**config.mk**
```make
export PLATFORM = sky130hd
export DESIGN_NAME = async_fifo_flat
export DESIGN_NICKNAME = d
export VERILOG_FILES = /design/src/rtl/async_fifo_if.sv /design/src/rtl/async_fifo.sv /design/src/flat_wrapper.sv
export SDC_FILE = /design/constraint.sdc
export NUM_CORES = 1
export LEC_CHECK = 0
export CAP_MARGIN = 10
export CORE_MARGIN = 2
export CORE_UTILIZATION = 34
export DETAILED_ROUTE_END_ITERATION = 8
export GPL_TIMING_DRIVEN = 0
export HOLD_SLACK_MARGIN = 0.15
export PLACE_DENSITY = 0.48
export SYNTH_ARGS = -nofsm -noshare
export SYNTH_HDL_FRONTEND = slang
export SYNTH_SLANG_ARGS = --single-unit
```
**constraint.sdc**
```tcl
create_clock -name clk -period 3.9 [get_ports clk]
set_clock_uncertainty 0.05 [all_clocks]
set_input_delay 1.17 -clock clk [delete_from_list [all_inputs] [get_ports clk]]
set_output_delay 1.17 -clock clk [all_outputs]
set_load 0.05 [all_outputs]
```
**src/rtl/async_fifo_if.sv**
```systemverilog
// Producer/consumer bundle for async_fifo.
// Handshake: a write is taken on a rising clk edge when winc=1 and wfull=0;
// a pop is taken on a rising clk edge when rinc=1 and rempty=0. Otherwise the request is dropped.
interface async_fifo_if #(
  parameter int DSIZE = 8
);
  logic             winc;
  logic [DSIZE-1:0] wdata;
  logic             wfull;
  logic             rinc;
  logic [DSIZE-1:0] rdata;
  logic             rempty;

  modport master (
    output winc, wdata, rinc,
    input  wfull, rdata, rempty
  );

  modport slave (
    input  winc, wdata, rinc,
    output wfull, rdata, rempty
  );
endinterface

```
**src/rtl/async_fifo.sv**
```systemverilog
// Single-clock first-word-fall-through FIFO with wrap-bit pointers.
// Head entry is always driven on rdata; flags derive from the registered pointers.
module async_fifo #(
  parameter int DSIZE = 8,
  parameter int ASIZE = 4
) (
  input  logic        clk,
  input  logic        rst,
  async_fifo_if.slave bus
);
  localparam int DEPTH = 2 ** ASIZE;
  localparam logic [ASIZE:0] PTR_ONE = 1;

  logic [DSIZE-1:0] mem [DEPTH];
  logic [ASIZE:0]   wptr;
  logic [ASIZE:0]   rptr;
  logic             wen;
  logic             ren;
  logic             full;
  logic             empty;

  assign empty = (wptr == rptr);
  // Same slot but different lap: the writer is exactly one lap ahead.
  assign full  = (wptr[ASIZE-1:0] == rptr[ASIZE-1:0]) && (wptr[ASIZE] != rptr[ASIZE]);

  assign wen = bus.winc && !full;
  assign ren = bus.rinc && !empty;

  assign bus.wfull  = full;
  assign bus.rempty = empty;
  assign bus.rdata  = mem[rptr[ASIZE-1:0]];

  always_ff @(posedge clk) begin
    if (!rst && wen) begin
      mem[wptr[ASIZE-1:0]] <= bus.wdata;
    end
  end

  always_ff @(posedge clk or posedge rst) begin
    if (rst) begin
      wptr <= '0;
      rptr <= '0;
    end else begin
      if (wen) begin
        wptr <= wptr + PTR_ONE;
      end
      if (ren) begin
        rptr <= rptr + PTR_ONE;
      end
    end
  end
endmodule

```
**src/flat_wrapper.sv**
```systemverilog
// flat-port wrapper written by rule: the top's interface ports become plain ports
module async_fifo_flat 
#(
  parameter int DSIZE = 8,
  parameter int ASIZE = 4
)
  (clk, rst, bus_winc, bus_wdata, bus_rinc, bus_wfull, bus_rdata, bus_rempty);
  async_fifo_if #(.DSIZE(DSIZE)) bus_i ();
  input  logic clk;
  input  logic rst;
  input wire logic [$bits(bus_i.winc)-1:0] bus_winc;
  input wire logic [$bits(bus_i.wdata)-1:0] bus_wdata;
  input wire logic [$bits(bus_i.rinc)-1:0] bus_rinc;
  output wire logic [$bits(bus_i.wfull)-1:0] bus_wfull;
  output wire logic [$bits(bus_i.rdata)-1:0] bus_rdata;
  output wire logic [$bits(bus_i.rempty)-1:0] bus_rempty;
  assign bus_i.winc = bus_winc;
  assign bus_i.wdata = bus_wdata;
  assign bus_i.rinc = bus_rinc;
  assign bus_wfull = bus_i.wfull;
  assign bus_rdata = bus_i.rdata;
  assign bus_rempty = bus_i.rempty;
  async_fifo #(.DSIZE(DSIZE), .ASIZE(ASIZE)) u_core (.clk(clk), .rst(rst), .bus(bus_i));
endmodule
```
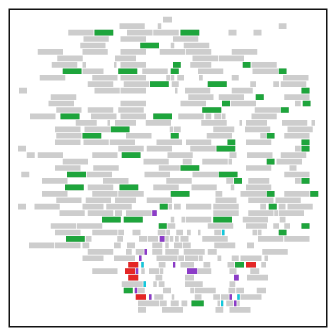
*Selected gate families*
[multiplexers] green | cells: 51
[inverters] cyan | cells: 5
[adder and majority cells] red | cells: 5 | where: bottom middle
[NAND gates] purple | cells: 12 | where: bottom middle

==> flow_summary.ini <==
; synthesis and place-and-route metrics
[synthesis]
synth-seq-cells = 138
ys_seq_share_pct = 72.04
ys_chip_area_sq_mm = 0.005683
synth_area_per_cell_sq_um = 19.13
async_flop_share_pct = 7.246
netlist.area_leader.share_pct = 67.64
syn_inst = 297
yosys.area_share.adder_pct = 1.101
top_logic_kind = multiplexers
common_cells = edfxtp_1 (128), mux2i_1 (24), mux4_2 (24), nor3_1 (13), dfrtp_1 (10)
ys_types = 35
synth-edff-count = 128

[routing]
vias_per_cell = 5.003
routed_wl_mm = 12.15
met1_length_mm = 5.730
routedWlPerCell_um = 21.10
drtIter0Drc = 197

[worst_setup_path]
path_cells = buf_2 > clkbuf_1 > a32oi_1 > o21ai_1 > clkdlybuf4s15_1
timing.rr.start = u_core.rptr[4]
critPathRequiredTime_ns = 2.68
cp.arrival_ns = 2.55
critPathBufInv = 3
crit_fanout = 10
crit_cells = 5
cpLargestDelayFamily = buffers and inverters

[final_timing]
period_needed_ns = 3.771
hold_slack_ns = 0.5398
final.setup.tns_ns = 0
slew-limit-headroom_pct = 42.75
finalCritPeriodShare_pct = 96.68
setup_ws_ns = 0.1293
tightest_slew_ns = 0.8541

[finish]
logic_gate_count = 137
logic_area_sq_mm = 0.001521
largestClassByArea = flip-flops and latches
final_common_cell = edfxtp_1
seq_share_pct = 59.81
flops = 138

[clock_network]
postCtsResizedCells = 16
root_buffer = clkbuf_16
h-tree-depth = 4
numCtsBuffers = 17
clk_pin_slew_ns = 0.06
cts_tree = done

[global_routing]
grt_max_degree = 17
use_met2_pct = 23.05
grt_first_pass_wirelength_mm = 18.83
first_global_vias = 3028
grt_util_all_layers_pct = 14.89

[placed_design]
dp_hpwl_mm = 8.374
gp_congestion = 0.7386

[floorplan]
rows = 47
io_pins = 22
initCoreUtil_pct = 34.51

[power]
ir_drop_v = 0.0003622
switchingPower_mw = 1.924
clock_power_share_pct = 28.9
switching_share_pct = 35.82
comb_cell_power_mw = 2.01
power_frac_comb_pct = 37.4
power_density_mw_per_mm2 = 784.8

[hold_path]
holdCritPathClass = reg -> reg

[run]
cap_violations = 0

[outcome]
outcome = finished, final reports clean
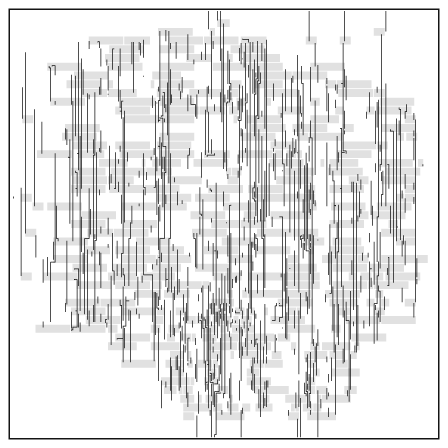
*The metal 2 layer*
Cells faint in the background.
longest straight run: 83.0 um
wire length on this layer: 5850 um
share of all routed wire: 48%

